<file path="src/rtl/mc_mem_pkg.sv">
// Shared types and constants for the multi-cycle CPU memory port.
package mc_mem_pkg;

  // Port sequencer states
  typedef enum logic [1:0] {
    IDLE  = 2'b00,
    BUS   = 2'b01,
    FAULT = 2'b10,
    DONE  = 2'b11
  } state_t;

  // Kind of access captured when a request is accepted
  typedef enum logic [1:0] {
    ACC_FETCH = 2'b00,
    ACC_LOAD  = 2'b01,
    ACC_STORE = 2'b10
  } acc_t;

  // sll $0,$0,0 encodes as all zeros
  localparam logic [31:0] INSTR_NOP = 32'h0000_0000;

  // Classify an access from the controller strobes
  function automatic acc_t acc_decode(input logic iord, input logic memwrite);
    acc_t a;
    if (!iord) begin
      a = ACC_FETCH;
    end else if (memwrite) begin
      a = ACC_STORE;
    end else begin
      a = ACC_LOAD;
    end
    return a;
  endfunction

endpackage

</file>
<file path="src/rtl/mc_mem_port_if.sv">
// Valid/ready bus between the memory port and the shared memory.
interface mc_mem_port_if;
  logic        mem_valid;
  logic        mem_we;
  logic [31:0] mem_addr;
  logic [31:0] mem_wdata;
  logic        mem_ready;
  logic [31:0] mem_rdata;

  modport master (
    output mem_valid, mem_we, mem_addr, mem_wdata,
    input  mem_ready, mem_rdata
  );

  modport slave (
    input  mem_valid, mem_we, mem_addr, mem_wdata,
    output mem_ready, mem_rdata
  );
endinterface

</file>
<file path="src/rtl/mc_mem_port.sv">
// Unified instruction/data memory access unit for the multi-cycle CPU.
// Owns IR and MDR, sequences one bus access per controller request and
// returns a single-cycle cpu_ready pulse when the access has finished.
module mc_mem_port
  import mc_mem_pkg::*;
#(
  parameter int unsigned TIMEOUT = 15,
  parameter logic [31:0] IR_RST  = INSTR_NOP
) (
  input  logic        clk,
  input  logic        rst_n,
  input  logic        cpu_req,
  input  logic        IorD,
  input  logic        MemWrite,
  input  logic [31:0] PC,
  input  logic [31:0] ALUOut,
  input  logic [31:0] B,
  input  logic        err_clr,
  output logic        cpu_ready,
  output logic [31:0] IR,
  output logic [31:0] MDR,
  output logic        mem_err,
  output logic [31:0] err_addr,
  mc_mem_port_if.master mem
);

  // A zero TIMEOUT still needs a one-bit counter so the declarations stay legal
  localparam int unsigned CW = (TIMEOUT > 32'd0) ? $clog2(TIMEOUT + 32'd1) : 1;
  localparam logic [CW-1:0] TO_LAST = (TIMEOUT > 32'd0) ? CW'(TIMEOUT - 32'd1) : '0;

  state_t        state_r, state_nx_s;
  acc_t          acc_r, acc_in_s, acc_nx_s;
  logic [CW-1:0] cnt_r;
  logic [31:0]   addr_in_s;
  logic          start_s, cap_s, fault_s, cnt_inc_s;

  assign addr_in_s = IorD ? ALUOut : PC;
  assign acc_in_s  = acc_decode(IorD, MemWrite);
  assign acc_nx_s  = start_s ? acc_in_s : acc_r;

  // Next-state and per-cycle action decode
  always_comb begin
    state_nx_s = state_r;
    start_s    = 1'b0;
    cap_s      = 1'b0;
    fault_s    = 1'b0;
    cnt_inc_s  = 1'b0;
    case (state_r)
      IDLE: begin
        if (cpu_req) begin
          start_s = 1'b1;
          if (addr_in_s[1:0] != 2'b00) begin
            state_nx_s = FAULT;
          end else begin
            state_nx_s = BUS;
          end
        end else begin
          state_nx_s = IDLE;
        end
      end
      BUS: begin
        if (mem.mem_ready) begin
          cap_s      = 1'b1;
          state_nx_s = DONE;
        end else if ((TIMEOUT > 32'd0) && (cnt_r == TO_LAST)) begin
          // This wait cycle is the last one allowed: give up on the bus
          fault_s    = 1'b1;
          state_nx_s = DONE;
        end else begin
          cnt_inc_s  = 1'b1;
          state_nx_s = BUS;
        end
      end
      FAULT: begin
        fault_s    = 1'b1;
        state_nx_s = DONE;
      end
      DONE: begin
        state_nx_s = IDLE;
      end
      default: begin
        state_nx_s = IDLE;
      end
    endcase
  end

  // State register, bus request outputs and completion pulse
  always_ff @(posedge clk or negedge rst_n) begin
    if (!rst_n) begin
      state_r       <= IDLE;
      acc_r         <= ACC_FETCH;
      cpu_ready     <= 1'b0;
      mem.mem_valid <= 1'b0;
      mem.mem_we    <= 1'b0;
      mem.mem_addr  <= 32'h0000_0000;
      mem.mem_wdata <= 32'h0000_0000;
    end else begin
      state_r       <= state_nx_s;
      cpu_ready     <= (state_nx_s == DONE);
      mem.mem_valid <= (state_nx_s == BUS);
      mem.mem_we    <= (state_nx_s == BUS) && (acc_nx_s == ACC_STORE);
      // Address and data are captured once and held through the handshake
      if (start_s) begin
        acc_r         <= acc_in_s;
        mem.mem_addr  <= addr_in_s;
        mem.mem_wdata <= B;
      end
    end
  end

  // Instruction and memory data registers
  always_ff @(posedge clk or negedge rst_n) begin
    if (!rst_n) begin
      IR  <= IR_RST;
      MDR <= 32'h0000_0000;
    end else begin
      if (acc_r == ACC_FETCH) begin
        if (cap_s) begin
          IR <= mem.mem_rdata;
        end else if (fault_s) begin
          // A failed fetch hands the datapath a harmless instruction
          IR <= IR_RST;
        end
      end
      if (cap_s && (acc_r == ACC_LOAD)) begin
        MDR <= mem.mem_rdata;
      end
    end
  end

  // Sticky error flag; the first faulting address is kept until cleared
  always_ff @(posedge clk or negedge rst_n) begin
    if (!rst_n) begin
      mem_err  <= 1'b0;
      err_addr <= 32'h0000_0000;
    end else if (fault_s) begin
      mem_err <= 1'b1;
      if (!mem_err) begin
        err_addr <= mem.mem_addr;
      end
    end else if (err_clr) begin
      mem_err <= 1'b0;
    end
  end

  // Bus wait counter, restarted after every access
  always_ff @(posedge clk or negedge rst_n) begin
    if (!rst_n) begin
      cnt_r <= '0;
    end else if (state_r == DONE) begin
      cnt_r <= '0;
    end else if (cnt_inc_s) begin
      cnt_r <= cnt_r + CW'(1);
    end
  end

endmodule

</file>
<file path="src/flat_wrapper.sv">
// flat-port wrapper written by rule: the top's interface ports become plain ports
module mc_mem_port_flat import mc_mem_pkg::*;
#(
  parameter int unsigned TIMEOUT = 15,
  parameter logic [31:0] IR_RST  = INSTR_NOP
)
  (clk, rst_n, cpu_req, IorD, MemWrite, PC, ALUOut, B, err_clr, cpu_ready, IR, MDR, mem_err, err_addr, mem_mem_valid, mem_mem_we, mem_mem_addr, mem_mem_wdata, mem_mem_ready, mem_mem_rdata);
  mc_mem_port_if mem_i ();
  input  logic clk;
  input  logic rst_n;
  input  logic cpu_req;
  input  logic IorD;
  input  logic MemWrite;
  input  logic [31:0] PC;
  input  logic [31:0] ALUOut;
  input  logic [31:0] B;
  input  logic err_clr;
  output logic cpu_ready;
  output logic [31:0] IR;
  output logic [31:0] MDR;
  output logic mem_err;
  output logic [31:0] err_addr;
  output wire logic [$bits(mem_i.mem_valid)-1:0] mem_mem_valid;
  output wire logic [$bits(mem_i.mem_we)-1:0] mem_mem_we;
  output wire logic [$bits(mem_i.mem_addr)-1:0] mem_mem_addr;
  output wire logic [$bits(mem_i.mem_wdata)-1:0] mem_mem_wdata;
  input wire logic [$bits(mem_i.mem_ready)-1:0] mem_mem_ready;
  input wire logic [$bits(mem_i.mem_rdata)-1:0] mem_mem_rdata;
  assign mem_mem_valid = mem_i.mem_valid;
  assign mem_mem_we = mem_i.mem_we;
  assign mem_mem_addr = mem_i.mem_addr;
  assign mem_mem_wdata = mem_i.mem_wdata;
  assign mem_i.mem_ready = mem_mem_ready;
  assign mem_i.mem_rdata = mem_mem_rdata;
  mc_mem_port #(.TIMEOUT(TIMEOUT), .IR_RST(IR_RST)) u_core (.clk(clk), .rst_n(rst_n), .cpu_req(cpu_req), .IorD(IorD), .MemWrite(MemWrite), .PC(PC), .ALUOut(ALUOut), .B(B), .err_clr(err_clr), .cpu_ready(cpu_ready), .IR(IR), .MDR(MDR), .mem_err(mem_err), .err_addr(err_addr), .mem(mem_i));
endmodule
</file>
<file path="config.mk">
export PLATFORM = sky130hd
export DESIGN_NAME = mc_mem_port_flat
export DESIGN_NICKNAME = d
export VERILOG_FILES = /design/src/rtl/mc_mem_pkg.sv /design/src/rtl/mc_mem_port_if.sv /design/src/rtl/mc_mem_port.sv /design/src/flat_wrapper.sv
export SDC_FILE = /design/constraint.sdc
export NUM_CORES = 1
export LEC_CHECK = 0
export CORE_MARGIN = 3
export CORE_UTILIZATION = 46
export CTS_CLUSTER_SIZE = 30
export DETAILED_ROUTE_END_ITERATION = 8
export HOLD_SLACK_MARGIN = 0.15
export PLACE_DENSITY = 0.86
export REMOVE_ABC_BUFFERS = 1
export SLEW_MARGIN = 5
export SYNTH_ARGS = -nofsm -noshare
export SYNTH_HDL_FRONTEND = slang
export SYNTH_SLANG_ARGS = --single-unit
</file>
<file path="constraint.sdc">
create_clock -name clk -period 4.5 [get_ports clk]
set_input_delay 1.35 -clock clk [delete_from_list [all_inputs] [get_ports clk]]
set_output_delay 1.35 -clock clk [all_outputs]
set_load 0.01 [all_outputs]
</file>
Fig. 1: cell sizes after repair
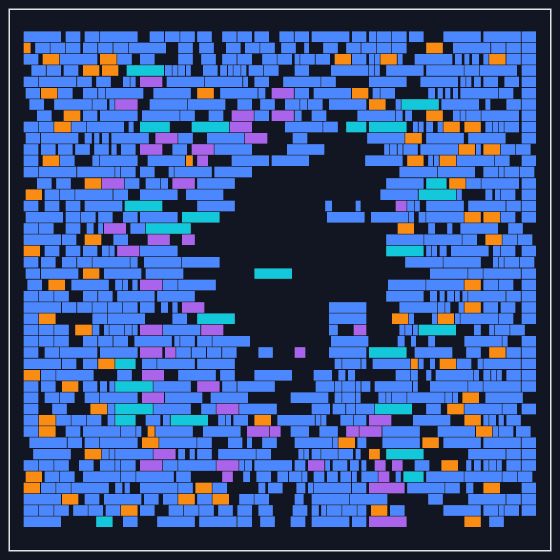
- _6 and larger: cyan (cells 25; share 2.9%; most used clkbuf_16)
- _0 and _1 cells: blue (cells 714; share 83%; most used clkdlybuf4s50_1)
- _2 cells: orange (cells 73; share 8.5%; most used mux2_2)
- _3 and _4 cells: purple (cells 45; share 5.3%; most used mux2_4)
Final Cell Area: 0.0108 sq mm
nonclk buf count: 306
Layout area overhead: 52.4%
final setup margin: 1.38 ns

Fig. 2: gate families picked out
Scale bar: 50 um.
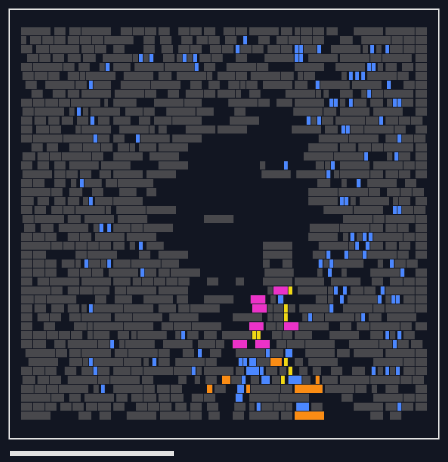
- inverters: yellow (cells 8)
- NOR gates: orange (cells 7)
- NAND gates: blue (cells 111; where widely spread)
- adder and majority cells: magenta (cells 7; where bottom center)
Commonest Layout Cell: clkdlybuf4s50_1
combinational share of cell area: 24.2%

Fig. 3: congestion heat map
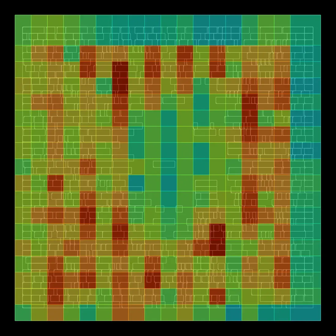
met1 Use GR: 29.3%
Final Util: 73.0%
average routed wire per standard cell: 19.5 um

==> out/metrics.cfg <==
[grt]
track_usage_pct = 24.1
overflow = 0
grt_max_degree = 101
antenna_found_initial = 0
grt_pass1_wl_um = 30900
grt_pass1_vias = 5672

[synth]
top_cells_by_area = dfrtp_1, mux2_2, mux2_4
ys.flop_type = dfrtp_1
syn_area_per_cell_sq_um = 12.9
common_cells = dfrtp_1, nand2_1, mux2_2, o21ai_0, a21oi_1
synth_stat.cells = 552
synthCells = 552
ys_seq_share_pct = 60.6
numSynthFlops = 172
async_reset_ff_share_pct = 100
ys_warn_count = 0
yosysUniqueCellTypes = 37
synth_top_cell_by_area = dfrtp_1
yosys-stat-area_sq_mm = 0.00710
top_area_share_pct = 60.6
syn_area_sq_mm = 0.00710
top_cell = dfrtp_1
edf_count = 0

[placed_design]
pre_cts_slack_ns = 0.950
hpwl_um = 14900
portBuffers = 298
gp_congestion = 0.836

[timing]
drv_slew = 0
fin_tns_setup_ns = 0
finalSetupViolCount = 0
period_minus_slack_ns = 3.12
fmax_mhz = 320
period_used_pct = 69.4
slew_headroom_pct = 31.1
tightestPinTransition_ns = 1.03
final_hold_viol_count = 0
rsz0062_at_grt = false

[worst_setup_path]
worstPathRequired_ns = 4.81
endpoint_kind = flip-flop
ff2ff_path_depth = 5
crit_fanout = 32
path_class = in -> reg
arrival_ns = 3.43
cp-start-kind = input port

[clocking]
cts_resized = 0
cts_tree = yes
postCtsSetupBuffers = 0
clock-sinks = 172
cts.path.max_buffers = 2
cts-root-buf = clkbuf_16
ctsHtreeMaxLevel = 4
hold_buffers = 0
clk_pin_slew_ns = 0.07
numCtsBuffers = 17

[pwr]
power.leakage_nw = 4.79
peakVddDrop_uv = 395
power_density_mw_per_mm2 = 680

[floorplanning]
die_y_um = 130
ios = 299
core_area_sq_mm = 0.0148
fp_util_pct = 47.9
die_w_um = 130
chipArea_sq_mm = 0.0170
row_count = 44

[route]
drt-vias-per-instance = 5.28
drc = 0
drtPass1Iterations = 4
drt_iter0_drc = 297
detail-route-antenna-nets = 0

[finish]
nFillCells = 945
fin_nets = 986
flop_area_sq_mm = 0.00430
antennaDiodeCount = 0
drive_above_1_share_pct = 16.7
logic_area_sq_mm = 0.00262

[hold_path]
hold_path.class = reg -> reg
holdPathStages = 1

[flow_run]
cap_violations = 0
log.warning_count = 32

[outcome]
status = finished, final reports clean

Fig. 4: the metal 3 layer
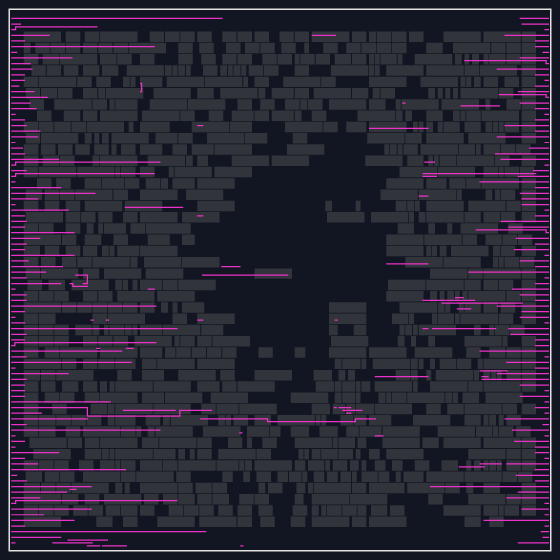
- main direction: horizontal
- share of all routed wire: 9.5%
- longest straight run: 50.6 um
final wirelength: 20300 um
via count: 5498
met3 usage: 8.60%

Fig. 5: routed clock nets over the placement
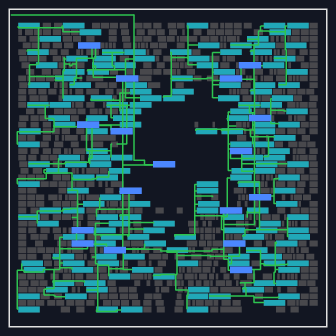
- clock wires: green (length 2030 um)
- flip-flops: cyan (count 172)
- clock drivers: blue (count 17)
- routed clock nets: 18
- flops lie: widely spread
Clk pwr share: 19.6%
final setup skew: 0.0140 ns
Clock Latency Late Sink: 0.43 ns
P_clk: 0.00144 W

## cell type report
cell class / count / share of cell area [%]
inverter: 8 / 0.278
timing repair buffer: 306 / 28.2
sequential: 172 / 39.8
clock inverter: 9 / 0.798
clock buffer: 23 / 4.60
tap: 184 / 2.13
multi-input combinational: 339 / 24.2
## kinds of logic (layout without fill, tap and decap cells)
kind of cell | Yosys count | after routing | share of synthesized area (%)
DFF | 172 | 172 | 60.6
and+or+nand+nor | 122 | 122 | 7.56
buffers and inverters | 41 | 346 | 2.80
AOI/OAI and AO/OA | 82 | 82 | 6.42
adders and majority gates | 7 | 7 | 1.23
muxes | 128 | 128 | 21.3
## power breakdown
group	total (W)	leakage (nW)	switching, W	internal (W)
combinational	0.00322	2.33	0.00133	0.00189
clock	0.00144	0.285	0.000603	0.000836
sequential	0.00270	2.17	0.000466	0.00224
total	0.00736	4.79	0.00240	0.00496
## routing by layer
metal / global-route usage (%) / share of wire, % / up-vias / wire (um)
met5: 0 / 0 / - / 0
met4: 8.37 / 2.2 / 0 / 446
met3: 8.60 / 9.5 / 26 / 1940
met2: 39.8 / 50 / 263 / 10100
met1: 29.3 / 39 / 2720 / 7870
li1: - / - / 2489 / -
## per-stage QoR
step | power [W] | std cells | hold slack [ns] | area [sq um] | util, %
after floorplan | 0.00402 | 519 | 0.461 | 6930 | -
final | 0.00736 | 1041 | 0.504 | 10800 | 73.0
after CTS | 0.00742 | 1041 | 0.506 | 10800 | 73.0
after global routing | 0.00775 | 1041 | 0.509 | 10800 | 73.0
after global placement | 0.00582 | 1009 | 0.481 | 10200 | 69.1
after detailed placement | 0.00595 | 1009 | 0.492 | 10200 | 69.1
## path summary, 6_finish.rpt
kind | startpoint | to | slack (ns)
worst max-delay path | mem_mem_ready | u_core.MDR[24]$_DFFE_PN0P_ | 1.38
worst min-delay path | u_core.mem.mem_wdata[5]$_DFFE_PN0N_ | u_core.mem.mem_wdata[5]$_DFFE_PN0N_ | 0.50
worst max register to register | u_core.state_r[1]$_DFF_PN0_ | u_core.MDR[24]$_DFFE_PN0P_ | 1.97
worst min register to register | u_core.mem.mem_wdata[5]$_DFFE_PN0N_ | u_core.mem.mem_wdata[5]$_DFFE_PN0N_ | 0.50
max in group asynchronous | rst_n | u_core.err_addr[1]$_DFFE_PN0P_ | 2.76
min in group asynchronous | rst_n | u_core.mem.mem_wdata[5]$_DFFE_PN0N_ | 0.87
## layout by cell type (no fill, tap or decap), types with 2 or more instances in the layout
cell type,instances
a21oi_1,34
buf_4,7
clkbuf_16,17
clkbuf_8,5
clkdlybuf4s50_1,296
clkinv_2,3
clkinv_4,3
clkinvlp_4,2
dfrtp_1,172
ha_1,7
inv_1,8
mux2_2,66
mux2_4,30
mux2i_1,32
nand2_1,102
nand2b_1,3
nor2_1,2
o21ai_0,35
o311ai_0,2
o41ai_1,2
or3_1,2
## worst max-delay path: stages
cell and delay [ns]:
clkdlybuf4s50_1 0.56, and2_2 0.26, nand3b_2 0.68, mux2_2 0.56
Power and IR drop assume default switching activity.
